--- config.mk ---
export PLATFORM = sky130hd
export DESIGN_NAME = div_sequencer
export DESIGN_NICKNAME = d
export VERILOG_FILES = /design/src/rtl/div_sequencer_pkg.sv /design/src/rtl/div_step.sv /design/src/rtl/div_sequencer.sv
export SDC_FILE = /design/constraint.sdc
export NUM_CORES = 1
export LEC_CHECK = 0
export CORE_MARGIN = 1.5
export CORE_UTILIZATION = 56
export DETAILED_ROUTE_END_ITERATION = 12
export GPL_TIMING_DRIVEN = 0
export PLACE_DENSITY = 0.83
export SLEW_MARGIN = 20
export SYNTH_ARGS = -nofsm -noshare
export SYNTH_HDL_FRONTEND = slang
export SYNTH_SLANG_ARGS = --single-unit
--- constraint.sdc ---
create_clock -name clk -period 10.45 [get_ports clk]
set_input_delay 1.045 -clock clk [delete_from_list [all_inputs] [get_ports clk]]
set_output_delay 1.045 -clock clk [all_outputs]
set_load 0.01 [all_outputs]
--- src/rtl/div_sequencer_pkg.sv ---
// rtl/div_sequencer_pkg.sv - shared types and helpers for the iterative divider
package div_sequencer_pkg;

    localparam int DIV_STEPS = 32;

    typedef enum logic [1:0] {
        DIV  = 2'd0,
        DIVU = 2'd1,
        REM  = 2'd2,
        REMU = 2'd3
    } div_op_t;

    typedef enum logic [1:0] {
        IDLE = 2'd0,
        CALC = 2'd1,
        DONE = 2'd2
    } div_state_t;

    function automatic logic [31:0] mag32(input logic [31:0] v, input logic is_signed);
        return (is_signed && v[31]) ? (~v + 32'd1) : v;
    endfunction

endpackage

--- src/rtl/div_step.sv ---
// rtl/div_step.sv - one combinational restoring-division iteration
module div_step (
    input  logic [32:0] rem_i,
    input  logic [31:0] quo_i,
    input  logic [31:0] dvs_i,
    output logic [32:0] rem_o,
    output logic [31:0] quo_o
);
    logic [33:0] shifted;
    logic        ge;
    logic [32:0] diff;

    always_comb begin
        shifted = {rem_i, quo_i[31]};
        ge      = (shifted >= {2'b00, dvs_i});
        // Only taken when ge, so the 33-bit difference cannot wrap.
        diff    = shifted[32:0] - {1'b0, dvs_i};
        rem_o   = ge ? diff : shifted[32:0];
        quo_o   = {quo_i[30:0], ge};
    end

endmodule

--- src/rtl/div_sequencer.sv ---
// rtl/div_sequencer.sv - RV32M DIV/DIVU/REM/REMU sequencer with pipeline stall
module div_sequencer
    import div_sequencer_pkg::*;
(
    input  logic        clk,
    input  logic        rst_n,
    input  logic        start,
    input  div_op_t     op,
    input  logic [31:0] dividend,
    input  logic [31:0] divisor,
    input  logic [4:0]  rd_in,
    input  logic        flush,
    output logic        stall,
    output logic        busy,
    output logic        valid,
    output logic [31:0] result,
    output logic [4:0]  rd_out
);
    div_state_t  state_q, state_d;
    logic [4:0]  cnt_q, cnt_d;
    div_op_t     op_q, op_d;
    logic [4:0]  rd_q, rd_d;
    logic        neg_quo_q, neg_quo_d;
    logic        neg_rem_q, neg_rem_d;
    logic [31:0] dvs_q, dvs_d;
    logic [32:0] rem_q, rem_d;
    logic [31:0] quo_q, quo_d;
    logic [31:0] result_q, result_d;
    logic [4:0]  rd_out_q, rd_out_d;

    logic [32:0] step_rem;
    logic [31:0] step_quo;
    logic        req_signed;
    logic        req_ovf;
    logic [31:0] fix_quo;
    logic [31:0] fix_rem;

    div_step u_step (
        .rem_i (rem_q),
        .quo_i (quo_q),
        .dvs_i (dvs_q),
        .rem_o (step_rem),
        .quo_o (step_quo)
    );

    always_comb begin
        req_signed = ~op[0];
        req_ovf    = req_signed && (dividend == 32'h8000_0000) && (divisor == 32'hFFFF_FFFF);
        fix_quo    = neg_quo_q ? (~step_quo + 32'd1) : step_quo;
        fix_rem    = neg_rem_q ? (~step_rem[31:0] + 32'd1) : step_rem[31:0];

        state_d   = state_q;
        cnt_d     = cnt_q;
        op_d      = op_q;
        rd_d      = rd_q;
        neg_quo_d = neg_quo_q;
        neg_rem_d = neg_rem_q;
        dvs_d     = dvs_q;
        rem_d     = rem_q;
        quo_d     = quo_q;
        result_d  = result_q;
        rd_out_d  = rd_out_q;

        case (state_q)
            IDLE: begin
                if (start && !flush) begin
                    op_d      = op;
                    rd_d      = rd_in;
                    neg_quo_d = req_signed && (dividend[31] ^ divisor[31]);
                    neg_rem_d = req_signed && dividend[31];
                    dvs_d     = mag32(divisor, req_signed);
                    quo_d     = mag32(dividend, req_signed);
                    rem_d     = '0;
                    cnt_d     = '0;
                    // Special cases skip the iterations and present their result next cycle.
                    if (divisor == '0) begin
                        state_d  = DONE;
                        result_d = op[1] ? dividend : 32'hFFFF_FFFF;
                        rd_out_d = rd_in;
                    end else if (req_ovf) begin
                        state_d  = DONE;
                        result_d = op[1] ? 32'h0 : 32'h8000_0000;
                        rd_out_d = rd_in;
                    end else begin
                        state_d = CALC;
                    end
                end
            end
            CALC: begin
                rem_d = step_rem;
                quo_d = step_quo;
                cnt_d = cnt_q + 5'd1;
                if (cnt_q == 5'(DIV_STEPS - 1)) begin
                    state_d  = DONE;
                    result_d = op_q[1] ? fix_rem : fix_quo;
                    rd_out_d = rd_q;
                end
            end
            DONE:    state_d = IDLE;
            default: state_d = IDLE;
        endcase

        // A flush must leave the visible result untouched, even on the final step.
        if (flush) begin
            state_d  = IDLE;
            result_d = result_q;
            rd_out_d = rd_out_q;
        end
    end

    always_ff @(posedge clk or negedge rst_n) begin
        if (!rst_n) begin
            state_q   <= IDLE;
            cnt_q     <= '0;
            op_q      <= DIV;
            rd_q      <= '0;
            neg_quo_q <= 1'b0;
            neg_rem_q <= 1'b0;
            dvs_q     <= '0;
            rem_q     <= '0;
            quo_q     <= '0;
            result_q  <= '0;
            rd_out_q  <= '0;
        end else begin
            state_q   <= state_d;
            cnt_q     <= cnt_d;
            op_q      <= op_d;
            rd_q      <= rd_d;
            neg_quo_q <= neg_quo_d;
            neg_rem_q <= neg_rem_d;
            dvs_q     <= dvs_d;
            rem_q     <= rem_d;
            quo_q     <= quo_d;
            result_q  <= result_d;
            rd_out_q  <= rd_out_d;
        end
    end

    assign stall  = ((state_q == IDLE) && start && !flush) || (state_q == CALC);
    assign busy   = (state_q != IDLE);
    assign valid  = (state_q == DONE) && !flush;
    assign result = result_q;
    assign rd_out = rd_out_q;

endmodule

==> reports/metrics.cfg, run 1 <==
[worst_setup_path]
r2r_setup_slack_ns = 4.51
slowest_delay_ns = 0.58
reg2reg_depth = 22
crit_chain = inv_1, ha_1, clkbuf_1, nand2_1, nor2_1, and4bb_1, a32oi_2, o211a_2, nand2_1, inv_2, clkbuf_1, buf_1, ha_1, nand2b_1, or2_1, nand2b_1, or4_4, o31ai_1, xor2_1, o22ai_1, a31oi_1, o21ai_1
worstPathRequired_ns = 10.76
timing.rr.start = dvs_q[24]$_DFFE_PN0P_

[detailed_routing]
route.detailed.drc = 0
first_pass_iters = 7
antenna_left = 0
wl_per_cell_um = 21.78

[floorplanning]
die_area_um2 = 22030
die_x_um = 148.4
fp.dieH_um = 148.4

[final_timing]
final.min_clock_period_ns = 5.939
period_used_pct = 56.83
fmax_ghz = 0.1684

[clocking]
cts_tree = done
clockBufferDepth = 2

[synthesis]
edf_count = 0
fp_nets = 1605
common_cells = 199 x o21ai_0, 189 x nand2_1, 149 x dfrtp_1, 100 x a21oi_1, 93 x nor2_1
yosysTopAreaCellShare_pct = 31.48
yosysWarnings = 0
post-synth-top-area-cell = dfrtp_1

[layout]
layout_top_cells = 199 x o21ai_0, 189 x nand2_1, 149 x dfrtp_1
layout-drive-gt1-share_pct = 5.678
dominant_cells = multi-input combinational cells
comb_share_pct = 53.92

[status]
outcome = finished clean

[global_routing]
grt_pass1_vias = 11850

[pwr]
p_clk_share_pct = 14.5
peakVddDrop_uv = 145.3
p_switching_w = 0.002281

[min_path]
holdPathStages = 2
hold_end = rd_q[2]$_DFFE_PN0P_

[place]
place_area_um2 = 13380

## run 1: registers in the layout, indices dropped and copies added, names as in the netlist
signal and flops:
rd_out 5, neg_quo_q 1, dvs_q 32, op_q 1, quo_q 32, state_q 2
rd_q 5, rem_q 33, neg_rem_q 1, cnt_q 5, result 32
## run 1: metrics by stage
stage               std cells  total power [W]
finish                   1913         0.004480
global route             1913         0.004748
CTS                      1913         0.004386
detailed placement       1881         0.003719
global placement         1879         0.003661
floorplan                1490         0.002847
## run 1: cells by family after synthesis
| group | count (synthesis) | share of synthesized area [%] |
|---|---|---|
| xor gates and xnor gates | 137 | 10.13 |
| AOI/OAI and AO/OA | 507 | 26.29 |
| muxes | 35 | 2.989 |
| adders and majority gates | 40 | 4.289 |
| and+or+nand+nor | 479 | 19.91 |
| buffers and inverters | 143 | 4.912 |
| DFF | 149 | 31.48 |
## run 1: worst max-delay path by stage
stage / startpoint / to / slack (ns)
finish: dvs_q[24]$_DFFE_PN0P_ / result[26]$_DFFE_PN0P_ / 4.51
global route: dvs_q[24]$_DFFE_PN0P_ / result[26]$_DFFE_PN0P_ / 4.26
CTS: dvs_q[24]$_DFFE_PN0P_ / result[26]$_DFFE_PN0P_ / 4.73
detailed placement: dvs_q[24]$_DFFE_PN0P_ / result[26]$_DFFE_PN0P_ / 4.75
global placement: rst_n / dvs_q[17]$_DFFE_PN0P_ / 2.28
floorplan: quo_q[31]$_DFFE_PN0P_ / result[28]$_DFFE_PN0P_ / 5.92
## run 1: power groups by stage
stage                     sequential (W)  clock, W  combinational, W
after floorplan                 0.000966         0           0.00188
after global placement           0.00100         0           0.00266
after detailed placement         0.00101         0           0.00271
after CTS                        0.00100  0.000648           0.00274
after global routing             0.00103  0.000671           0.00305
final                            0.00101  0.000652           0.00282
Fig. 1: run 1, sequential cells coloured by netlist name
Bar = 50 um. Other sequential cells in the stronger grey, the rest of the logic in the fainter grey.
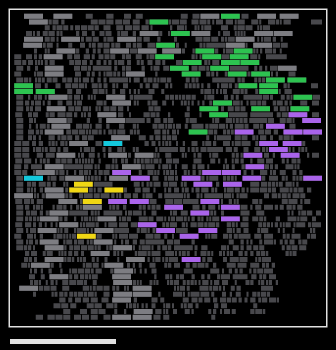
| signal | colour | flops |
|---|---|---|
| state_q | cyan | 2 |
| rem_q | purple | 33 |
| result | green | 32 |
| cnt_q | yellow | 5 |
register area: 3729 um2
flop share of the area: 26.66%
Finished Core Util: 66.95%
Seq. pwr: 0.00101 W

Fig. 2: run 1, the metal 3 layer
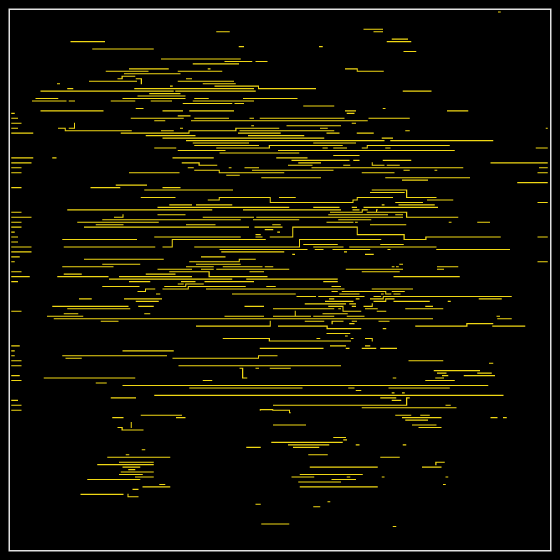
share of all routed wire: 10%
wire length on this layer: 4,370 um
Post-Route WL: 41.66 mm
via count: 12,520
GR Util met3: 8.160%

Fig. 3: run 1, metal 2
Bar = 50 um.
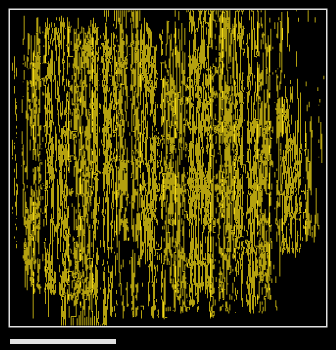
longest straight run: 48.6 um
main direction: vertical
grt met2 use: 57.74%

Fig. 4: run 1, track usage over the die
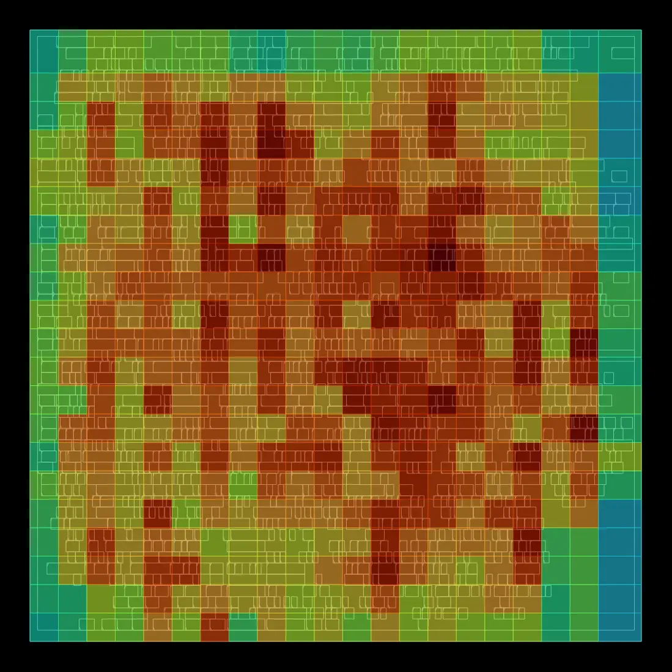

## Run 2: what changed since run 1
Settings changed: CORE_UTILIZATION 56 to 53.
Clock period 10.45 ns to 4.9 ns, I/O delays scaled along.
Fig. 5: run 2, track usage over the die
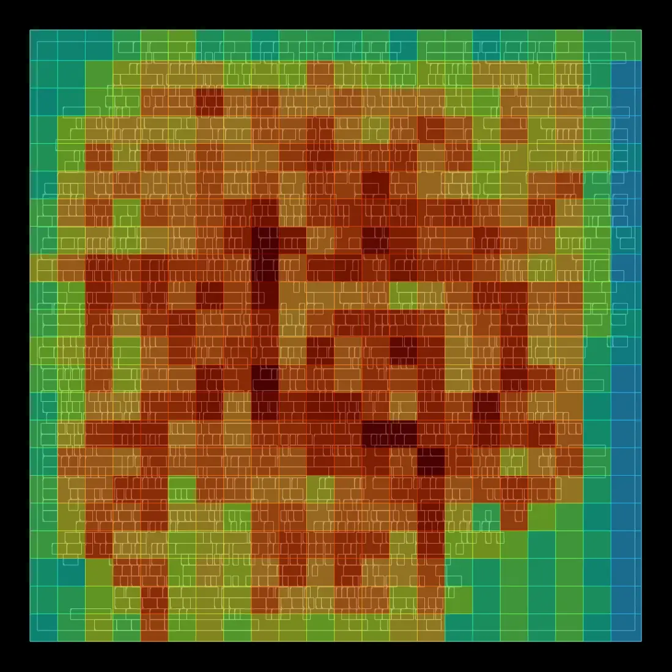
Finished Core Util: 64.85%
GRT Util Overall: 35.48%
grt met2 use: 54.56%
WL per Instance: 21.69 um

==> run 2 against run 1 <==
The run now ends with hold timing left. Non-clock buffer count up 6. Cell area up 1.5%. Worst setup slack worse by 4.4 ns. Sequential cell count unchanged. Total power up 120%. Utilization down 2.1 points. Maximum frequency up 24%. Register-to-register slack worse by 4.4 ns. Sequential share of layout area down 0.39 points. Critical path type unchanged. Largest cell class unchanged. Highest routed layer unchanged.
==> reports/metrics.cfg, run 2 <==
[worst_setup_path]
worstSetupStartpoint = quo_q[31]$_DFFE_PN0P_  ; was dvs_q[24]$_DFFE_PN0P_
r2r_setup_slack_ns = 0.10  ; was 4.51 ns
worstPathRequired_ns = 5.22  ; was 10.76 ns
endpoint = result[27]$_DFFE_PN0P_  ; was result[26]$_DFFE_PN0P_

[synthesis]
yosysWarnings = 0  ; unchanged
post-synth-top-area-cell = dfrtp_1  ; unchanged
common_cells = 199 x o21ai_0, 189 x nand2_1, 149 x dfrtp_1, 100 x a21oi_1, 93 x nor2_1  ; unchanged

[status]
violations = hold timing
outcome = finished, violations left  ; was finished clean

[place]
dp_cells = 1886  ; was 1,881

[layout]
regMostFlops = rem_q  ; unchanged
largest_register_ffs = 33  ; unchanged
comb_share_pct = 53.87  ; was 53.92%
layout_top_cells = 198 x o21ai_0, 187 x nand2_1, 148 x dfrtp_1  ; was 199 x o21ai_0, 189 x nand2_1, 149 x dfrtp_1
regArea_um2 = 3730  ; was 3729 um2

[detailed_routing]
antenna_left = 0  ; unchanged
route.detailed.drc = 0  ; unchanged

[final_timing]
fmax_ghz = 0.2085  ; was 0.1684 GHz
whs_ns = -0.008231  ; was 0.4774 ns
hold_viol = 6  ; was 0

[floorplanning]
fp.dieH_um = 152.5  ; was 148.4 um
die_x_um = 152.5  ; was 148.4 um

[pwr]
p_switching_w = 0.004989  ; was 0.002281 W
p_clk_share_pct = 13.7  ; was 14.5%
powerClk_w = 0.00133  ; was 0.000652 W
seq_cell_power_w = 0.00216  ; was 0.00101 W

[clocking]
clockBufferDepth = 2  ; unchanged
cts_tree = done  ; unchanged

Fig. 6: run 2, the metal 3 layer
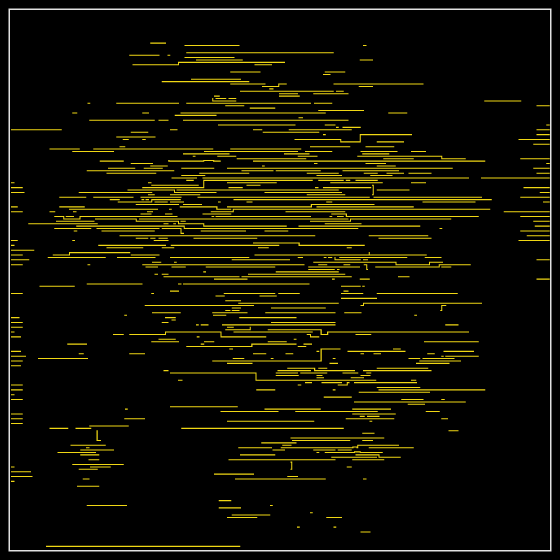
share of all routed wire: 12%
main direction: horizontal
via count: 12,730
GR Util met3: 9.471%

[run 2: metrics by stage]
| stage | area, um2 | hold WS [ns] |
|---|---|---|
| 2_1_floorplan | 11850 | 0.1944 |
| 3_3_place_gp | 13340 | 0.4620 |
| 3_5_place_dp | 13380 | 0.4638 |
| 4_1_cts | 14020 | 0.02011 |
| 5_1_grt | 14200 | 0.02561 |
| 6_report | 14200 | -0.008231 |
[run 2: layer usage]
layer / GRT usage [%] / vias up / part of all wire (%)
li1: - / 5676 / -
met1: 47.65 / 6054 / 39
met2: 54.56 / 841 / 44
met3: 9.471 / 162 / 12
met4: 14.10 / 0 / 4.1
met5: 0 / - / 0
[run 2: timing repair]
action                                  CTS  global route
hold buffers                              0             0
endpoints found under the setup margin   12             9
gates cloned                              0             0
resized                                  11            25
buffers inserted                          1            10
pin swaps                                 1             3
[run 2: worst max-delay path, stage by stage (launching register included)]
cell and delay (ns):
dfrtp_2 0.45, inv_1 0.10, ha_1 0.16, inv_1 0.06
fa_1 0.44, a211oi_2 0.36, buf_4 0.17, o211ai_1 0.17
a21oi_1 0.46, o21ai_1 0.23, xnor2_1 0.27, o21ai_0 0.14
o32a_1 0.29, nor4b_4 0.54, a31oi_1 0.19, xor2_1 0.21
a21oi_1 0.10, a221o_1 0.32
[run 2: cells by family after synthesis]
kind of cell / after synthesis / share of synthesized area [%]
buffers and inverters: 143 / 4.912
AND/OR/NAND/NOR: 479 / 19.91
AND-OR/OR-AND: 507 / 26.29
XOR/XNOR: 137 / 10.13
multiplexers: 35 / 2.989
adder cells (fa/ha/maj): 40 / 4.289
flip-flops: 149 / 31.48
No activity file was given, so power comes from the tool's default toggle rates.
